===== src/rtl/traffic_sensor_conditioner_if.sv =====
// Sensor conditioner bus: raw detector pin and controller handshake.
// master = controller side, slave = conditioner.
interface traffic_sensor_conditioner_if #(
  parameter int CNT_W = 8
);
  logic             sensor_raw;
  logic             req_ack;
  logic             sensor_clean;
  logic             car_arrive;
  logic             req;
  logic [CNT_W-1:0] car_count;

  modport master (
    output sensor_raw,
    output req_ack,
    input  sensor_clean,
    input  car_arrive,
    input  req,
    input  car_count
  );

  modport slave (
    input  sensor_raw,
    input  req_ack,
    output sensor_clean,
    output car_arrive,
    output req,
    output car_count
  );
endinterface


===== src/rtl/traffic_sensor_conditioner.sv =====
// Vehicle detector conditioner: sync, debounce, arrival pulse,
// latched service request and saturating arrival count.
module traffic_sensor_conditioner #(
  parameter int DEBOUNCE_CYCLES = 16,
  parameter int CNT_W           = 8
) (
  input  logic clk,
  input  logic reset,
  traffic_sensor_conditioner_if.slave sen_if
);

  localparam int CW = $clog2(DEBOUNCE_CYCLES + 1);
  localparam logic [CW-1:0] LAST = CW'(DEBOUNCE_CYCLES - 1);
  localparam logic [CNT_W-1:0] CMAX = {CNT_W{1'b1}};

  localparam logic [0:0] IDLE = 1'b0;
  localparam logic [0:0] REQ  = 1'b1;

  logic             s1_q, s2_q;
  logic             clean_q, clean_d;
  logic [CW-1:0]    dcnt_q, dcnt_d;
  logic             arrive_q, arrive_d;
  logic [0:0]       state_q, state_d;
  logic [CNT_W-1:0] count_q, count_d;
  logic             rise;
  logic             ack_acc;

  // Debounce: a disagreeing sample run of full length flips the level
  always_comb begin
    clean_d = clean_q;
    dcnt_d  = dcnt_q;
    rise    = 1'b0;
    if (s2_q == clean_q) begin
      dcnt_d = '0;
    end else if (dcnt_q == LAST) begin
      clean_d = s2_q;
      dcnt_d  = '0;
      rise    = s2_q;
    end else begin
      dcnt_d = dcnt_q + 1'b1;
    end
  end

  assign ack_acc  = (state_q == REQ) && sen_if.req_ack;
  assign arrive_d = rise;

  // Request FSM: arrival raises req, ack only lowers it without arrival
  always_comb begin
    state_d = state_q;
    case (state_q)
      IDLE: if (rise) state_d = REQ;
      REQ:  if (ack_acc && !rise) state_d = IDLE;
      default: state_d = IDLE;
    endcase
  end

  // Arrival count: ack restarts it, arrival on ack edge counts as one
  always_comb begin
    count_d = count_q;
    priority case (1'b1)
      ack_acc:
        count_d = rise ? CNT_W'(1) : '0;
      rise && (count_q != CMAX):
        count_d = count_q + 1'b1;
      default:
        count_d = count_q;
    endcase
  end

  // State registers with synchronous reset
  always_ff @(posedge clk) begin
    if (reset) begin
      s1_q     <= 1'b0;
      s2_q     <= 1'b0;
      clean_q  <= 1'b0;
      dcnt_q   <= '0;
      arrive_q <= 1'b0;
      state_q  <= IDLE;
      count_q  <= '0;
    end else begin
      s1_q     <= sen_if.sensor_raw;
      s2_q     <= s1_q;
      clean_q  <= clean_d;
      dcnt_q   <= dcnt_d;
      arrive_q <= arrive_d;
      state_q  <= state_d;
      count_q  <= count_d;
    end
  end

  assign sen_if.sensor_clean = clean_q;
  assign sen_if.car_arrive   = arrive_q;
  assign sen_if.req          = (state_q == REQ);
  assign sen_if.car_count    = count_q;

endmodule


===== src/flat_wrapper.sv =====
// flat-port wrapper written by rule: the top's interface ports become plain ports
module traffic_sensor_conditioner_flat 
#(
  parameter int DEBOUNCE_CYCLES = 16,
  parameter int CNT_W           = 8
)
  (clk, reset, sen_if_sensor_raw, sen_if_req_ack, sen_if_sensor_clean, sen_if_car_arrive, sen_if_req, sen_if_car_count);
  traffic_sensor_conditioner_if #(.CNT_W(CNT_W)) sen_if_i ();
  input  logic clk;
  input  logic reset;
  input wire logic [$bits(sen_if_i.sensor_raw)-1:0] sen_if_sensor_raw;
  input wire logic [$bits(sen_if_i.req_ack)-1:0] sen_if_req_ack;
  output wire logic [$bits(sen_if_i.sensor_clean)-1:0] sen_if_sensor_clean;
  output wire logic [$bits(sen_if_i.car_arrive)-1:0] sen_if_car_arrive;
  output wire logic [$bits(sen_if_i.req)-1:0] sen_if_req;
  output wire logic [$bits(sen_if_i.car_count)-1:0] sen_if_car_count;
  assign sen_if_i.sensor_raw = sen_if_sensor_raw;
  assign sen_if_i.req_ack = sen_if_req_ack;
  assign sen_if_sensor_clean = sen_if_i.sensor_clean;
  assign sen_if_car_arrive = sen_if_i.car_arrive;
  assign sen_if_req = sen_if_i.req;
  assign sen_if_car_count = sen_if_i.car_count;
  traffic_sensor_conditioner #(.DEBOUNCE_CYCLES(DEBOUNCE_CYCLES), .CNT_W(CNT_W)) u_core (.clk(clk), .reset(reset), .sen_if(sen_if_i));
endmodule

===== config.mk =====
export PLATFORM = sky130hd
export DESIGN_NAME = traffic_sensor_conditioner_flat
export DESIGN_NICKNAME = d
export VERILOG_FILES = /design/src/rtl/traffic_sensor_conditioner_if.sv /design/src/rtl/traffic_sensor_conditioner.sv /design/src/flat_wrapper.sv
export SDC_FILE = /design/constraint.sdc
export NUM_CORES = 1
export LEC_CHECK = 0
export ABC_AREA = 1
export CORE_MARGIN = 5
export CORE_UTILIZATION = 45
export CTS_CLUSTER_SIZE = 40
export DETAILED_ROUTE_END_ITERATION = 7
export MAX_ROUTING_LAYER = met4
export PLACE_DENSITY = 0.72
export SYNTH_ARGS = -nofsm -noshare
export SYNTH_HDL_FRONTEND = slang
export SYNTH_SLANG_ARGS = --single-unit

===== constraint.sdc =====
create_clock -name clk -period 1.6 [get_ports clk]
set_clock_uncertainty 0.05 [all_clocks]
set_input_delay 0.24 -clock clk [delete_from_list [all_inputs] [get_ports clk]]
set_output_delay 0.24 -clock clk [all_outputs]
set_load 0.005 [all_outputs]

==> summary.txt <==
Summary of implementation figures.

Status
The flow ran to the end, and the final reports show no timing, DRC or antenna violations.

Final timing
Per the slew report, the remaining headroom to the max-slew limit stands at 0.852. The setup violation total in the final timing report is 0. The time the final worst path needs with I/O delays and setup is 1.53 ns. For the final routed database, the setup TNS stands at 0 ns. The number of failing hold endpoints at the final stage is 0. Across all setup checks in the final design, the least slack found is 0.0677 ns.

Setup repair after global routing could not meet its margin everywhere. The number of slew-limit violations in the final report is 0. In the finished design, the share of the clock period the worst path needs comes to 0.958.

For this run, the top clock speed supported by timing is 653 MHz.

Synth
The cell count after synthesis came out at 115. The post-synthesis cell count from yosys is 115. The main kind of combinational logic by area is simple AND/OR/NAND/NOR gates.

The total number of yosys warnings is 0. For reference, the mux area share after synthesis is 0. For this run, the register share of the synthesized area comes to 0.409. Before any placement, the netlist area is recorded as 882 sq um. The synthesis-stage register bit count is 18. Per the synthesis report, the AND-OR/OR-AND share of the synthesized area is 0.0709.

The count of unique library cells instantiated by Yosys is 19. In this run, the synthesized area fraction spent on and/or/nand/nor cells is recorded as 0.382. The synthesized netlist has a Yosys-reported chip area of 882 sq um. The average instance area after synthesis is 7.67 sq um.

Detailed routing
The first-pass iteration count of the detailed router is 4. The via count normalized by instance count is 4.62. The count of unresolved DRC violations after routing is 0. The average detailed-routed wire length per instance is 10.7 um.

The detail route stage leaves a number of antenna-violating nets equal to 0. The violation count after the first detailed-route iteration is 14. The via total after detailed routing is 757.

Worst setup path
STA reports a reg2reg setup slack of 0.07 ns. STA classifies the critical path startpoint as a flip-flop. The critical path in this run is classified as reg2reg. The required time at the endpoint of the critical path is 1.75 ns. In this run the critical register-to-register path is launched from u_core.dcnt_q[1]. OpenSTA lists the critical path startpoint as u_core.dcnt_q[1]. The endpoint identified for the worst register-to-register timing path is u_core.sen_if.car_count[1].

The worst setup path is captured at a flip-flop. The critical path ends at u_core.sen_if.car_count[1]. STA shows the worst reg2reg path with a cell count of 9.

Clock tree
The longest clock path from root to sink contains 2 buffers. TritonCTS built the clock tree. In this run the clock root is driven by a sky130_fd_sc_hd__clkbuf_4.

Looking at the clock tree report, the H-tree level count equals 1. The number of clock buffers inserted by TritonCTS is 3. The clock slew at the register clock pins of the worst setup and hold paths is 0.11 ns.

Final layout
The multi-input gate area in the final layout is 493 sq um. For this run, the script counts the antenna cells in the layout as 0. The most common logic cells in the final layout are sky130_fd_sc_hd__nand2_1, sky130_fd_sc_hd__inv_1, sky130_fd_sc_hd__clkdlybuf4s50_1. The layout has 187 filler cells.

The number of nets in the finished design is 145. The finished layout holds 164 standard cells, fillers aside. The finished cells cover 1180 sq um. The share of layout cells above drive strength 1 is 0.285. The most frequent standard cell in the layout excluding fill and tap cells is sky130_fd_sc_hd__nand2_1.

Floorplan
In the floorplan report the effective utilization is 0.459. The number of rows in the core area is 16. The chip area is 2950 sq um. In this run the horizontal extent of the chip is 54.3 um. The total I/O pin count is 15. In this run the vertical extent of the chip is 54.3 um.

In this run the standard cell core region covers 1920 sq um.

GRT
The total global routing track utilization is 0.140. The first global-routing pass estimated 2840 um of wire. The number of antenna violations at the first check in global routing was 0. The via count of the first global-routing pass is 675. The largest net degree at the start of global routing is 11.

Worst hold path
In the hold report, the worst path ends at u_core.s2_q. For the worst min-delay path, the startpoint reported by OpenROAD is u_core.s1_q. The number of cells on the worst hold path is 2.

Power and ir drop
The worst vdd rail ir drop is 0.617 mV. Per the summary, power density relative to cell area is 648 nW/um^2. The reported leakage power is 0.487 nW.

Place
The instance count after placement with tap cells included is 159. Per the post-place timing report, worst setup slack is 0.00995 ns. The placed instances occupy a cell area of 1080 sq um.

Run
The stage-log warning count is 27. The number of maximum-capacitance constraint violations is 0.
==> Yosys cell counts <==
master                     n  area share
sky130_fd_sc_hd__nand2_1  25        0.11
sky130_fd_sc_hd__dfxtp_1  18        0.41
sky130_fd_sc_hd__inv_1    16       0.068
sky130_fd_sc_hd__nor2_1   11       0.047
sky130_fd_sc_hd__nand3_1   9       0.051
sky130_fd_sc_hd__a21oi_1   6       0.034
sky130_fd_sc_hd__nand2_4   5       0.064
sky130_fd_sc_hd__nor2_4    5       0.064
sky130_fd_sc_hd__o21ai_0   4       0.023
sky130_fd_sc_hd__ha_1      3       0.043
sky130_fd_sc_hd__nor2_2    3       0.021
sky130_fd_sc_hd__inv_2     2      0.0085
sky130_fd_sc_hd__xor2_1    2       0.020
sky130_fd_sc_hd__nand2_2   1      0.0071
sky130_fd_sc_hd__nand4_1   1      0.0071
sky130_fd_sc_hd__nor3_1    1      0.0057
sky130_fd_sc_hd__nor3b_1   1      0.0085
sky130_fd_sc_hd__o21ai_1   1      0.0057
sky130_fd_sc_hd__o31ai_1   1      0.0085
==> stage by stage <==
stage               hold WS (ns)   util  total power [mW]
floorplan                  0.261      -             0.476
global placement           0.346  0.561             0.492
detailed placement         0.354  0.561             0.492
CTS                        0.370  0.580             0.772
global route               0.373  0.613             0.799
finish                     0.364  0.613             0.764
==> worst max-delay path, cell delays in order (launching register included) <==
cell and delay [ns]:
sky130_fd_sc_hd__dfxtp_2 0.36, sky130_fd_sc_hd__ha_4 0.14, sky130_fd_sc_hd__nand2_2 0.06, sky130_fd_sc_hd__nor2_2 0.10, sky130_fd_sc_hd__ha_2 0.17, sky130_fd_sc_hd__inv_2 0.05
sky130_fd_sc_hd__nor2_4 0.16, sky130_fd_sc_hd__nand2_4 0.10, sky130_fd_sc_hd__o21ai_0 0.19, sky130_fd_sc_hd__nor2_1 0.06
==> power by group <==
group	internal [mW]	switching, mW	total [mW]
Clock	0.139	0.143	0.282
Sequential	0.450	0.00213	0.452
Combinational	0.0145	0.0155	0.0300
==> final cells by class <==
cell class	count	share of cell area
sequential	18	0.315
clock buffer	4	0.0308
multi-input combinational	79	0.419
tap	27	0.0287
inverter	18	0.0574
timing repair buffer	18	0.150
==> timing repair <==
action	4_1_cts	5_1_grt
setup buffers	0	1
hold buffers	0	0
gates resized	0	20
endpoints found under the setup margin	0	13
==> routing by layer <==
metal	routed length, um	GRT usage	up-vias
met3	78	0.0627	2
met4	9	0.0373	0
met2	919	0.229	10
met5	0	-	-
met1	746	0.153	340
li1	-	-	405
==> cells by family after synthesis <==
family,count (synthesis)
buffers and inverters,18
and+or+nand+nor,62
xor gates and xnor gates,2
adders and majority gates,3
DFF,18
AOI/OAI and AO/OA,12
==> flip-flops by register name, indices dropped and copies added, names as in the netlist <==
name	flops
u_core.sen_if.req	1
u_core.s2_q	1
u_core.sen_if.car_count	8
u_core.sen_if.car_arrive	1
u_core.dcnt_q	5
u_core.s1_q	1
u_core.sen_if.sensor_clean	1
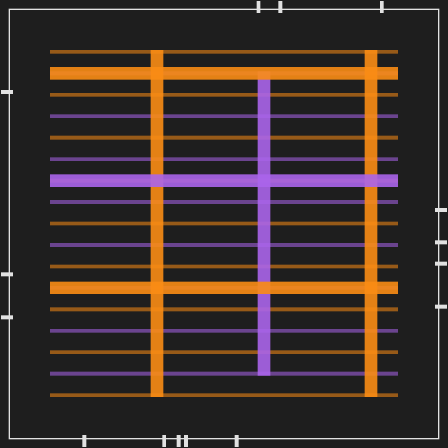
(images/power_grid.png)
Pins as bars on the die edge.
net	color
VSS	orange
VDD	purple
met1 rails	17
met4 straps	3

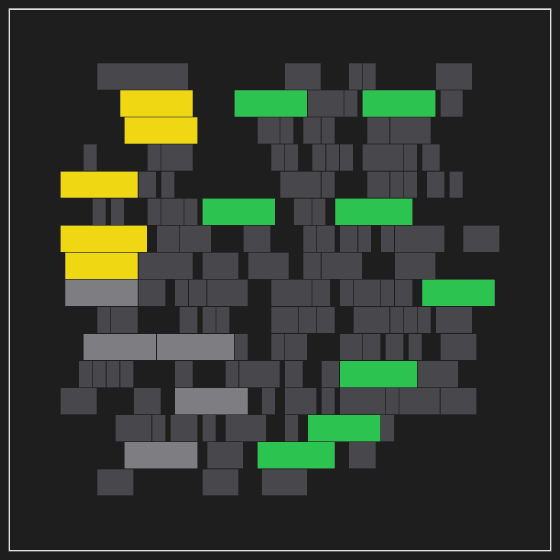
(images/flops_by_reg.png)
Other sequential cells in the stronger gray, the rest of the logic in the fainter gray.
signal	color	sequential cells
`u_core.sen_if.car_count`	green	8
`u_core.dcnt_q`	yellow	5
not colored	5
sequential cell area in the final layout: 370 sq um
final cell utilization of the core: 0.613
power of the sequential group: 0.452 mW
sequential cell area share: 0.315

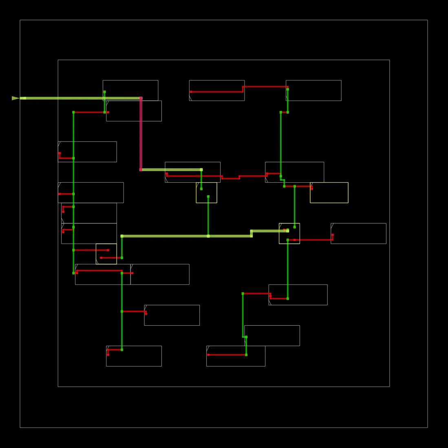
(images/clocks.png)
clock latency at the later pin of the worst-skew pair: 0.30 ns
Sinks on Clock Net: 18

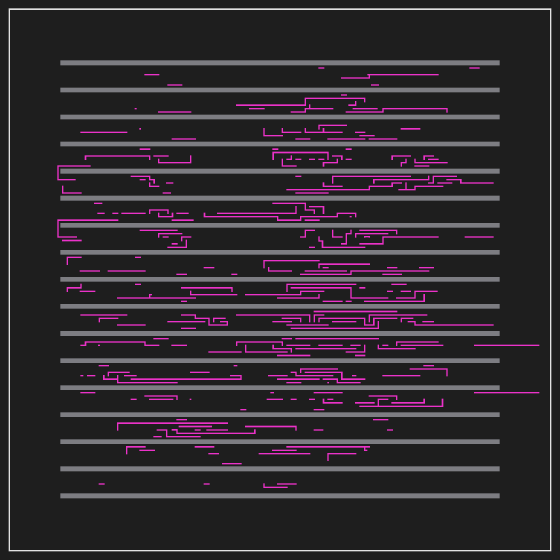
(images/layer_met1.png)
Supply wires on this layer in gray.
longest straight run	11.0 um
share of all routed wire	43%
main direction	horizontal
wire length on this layer	746 um

Power is estimated from default activity; no workload was simulated.
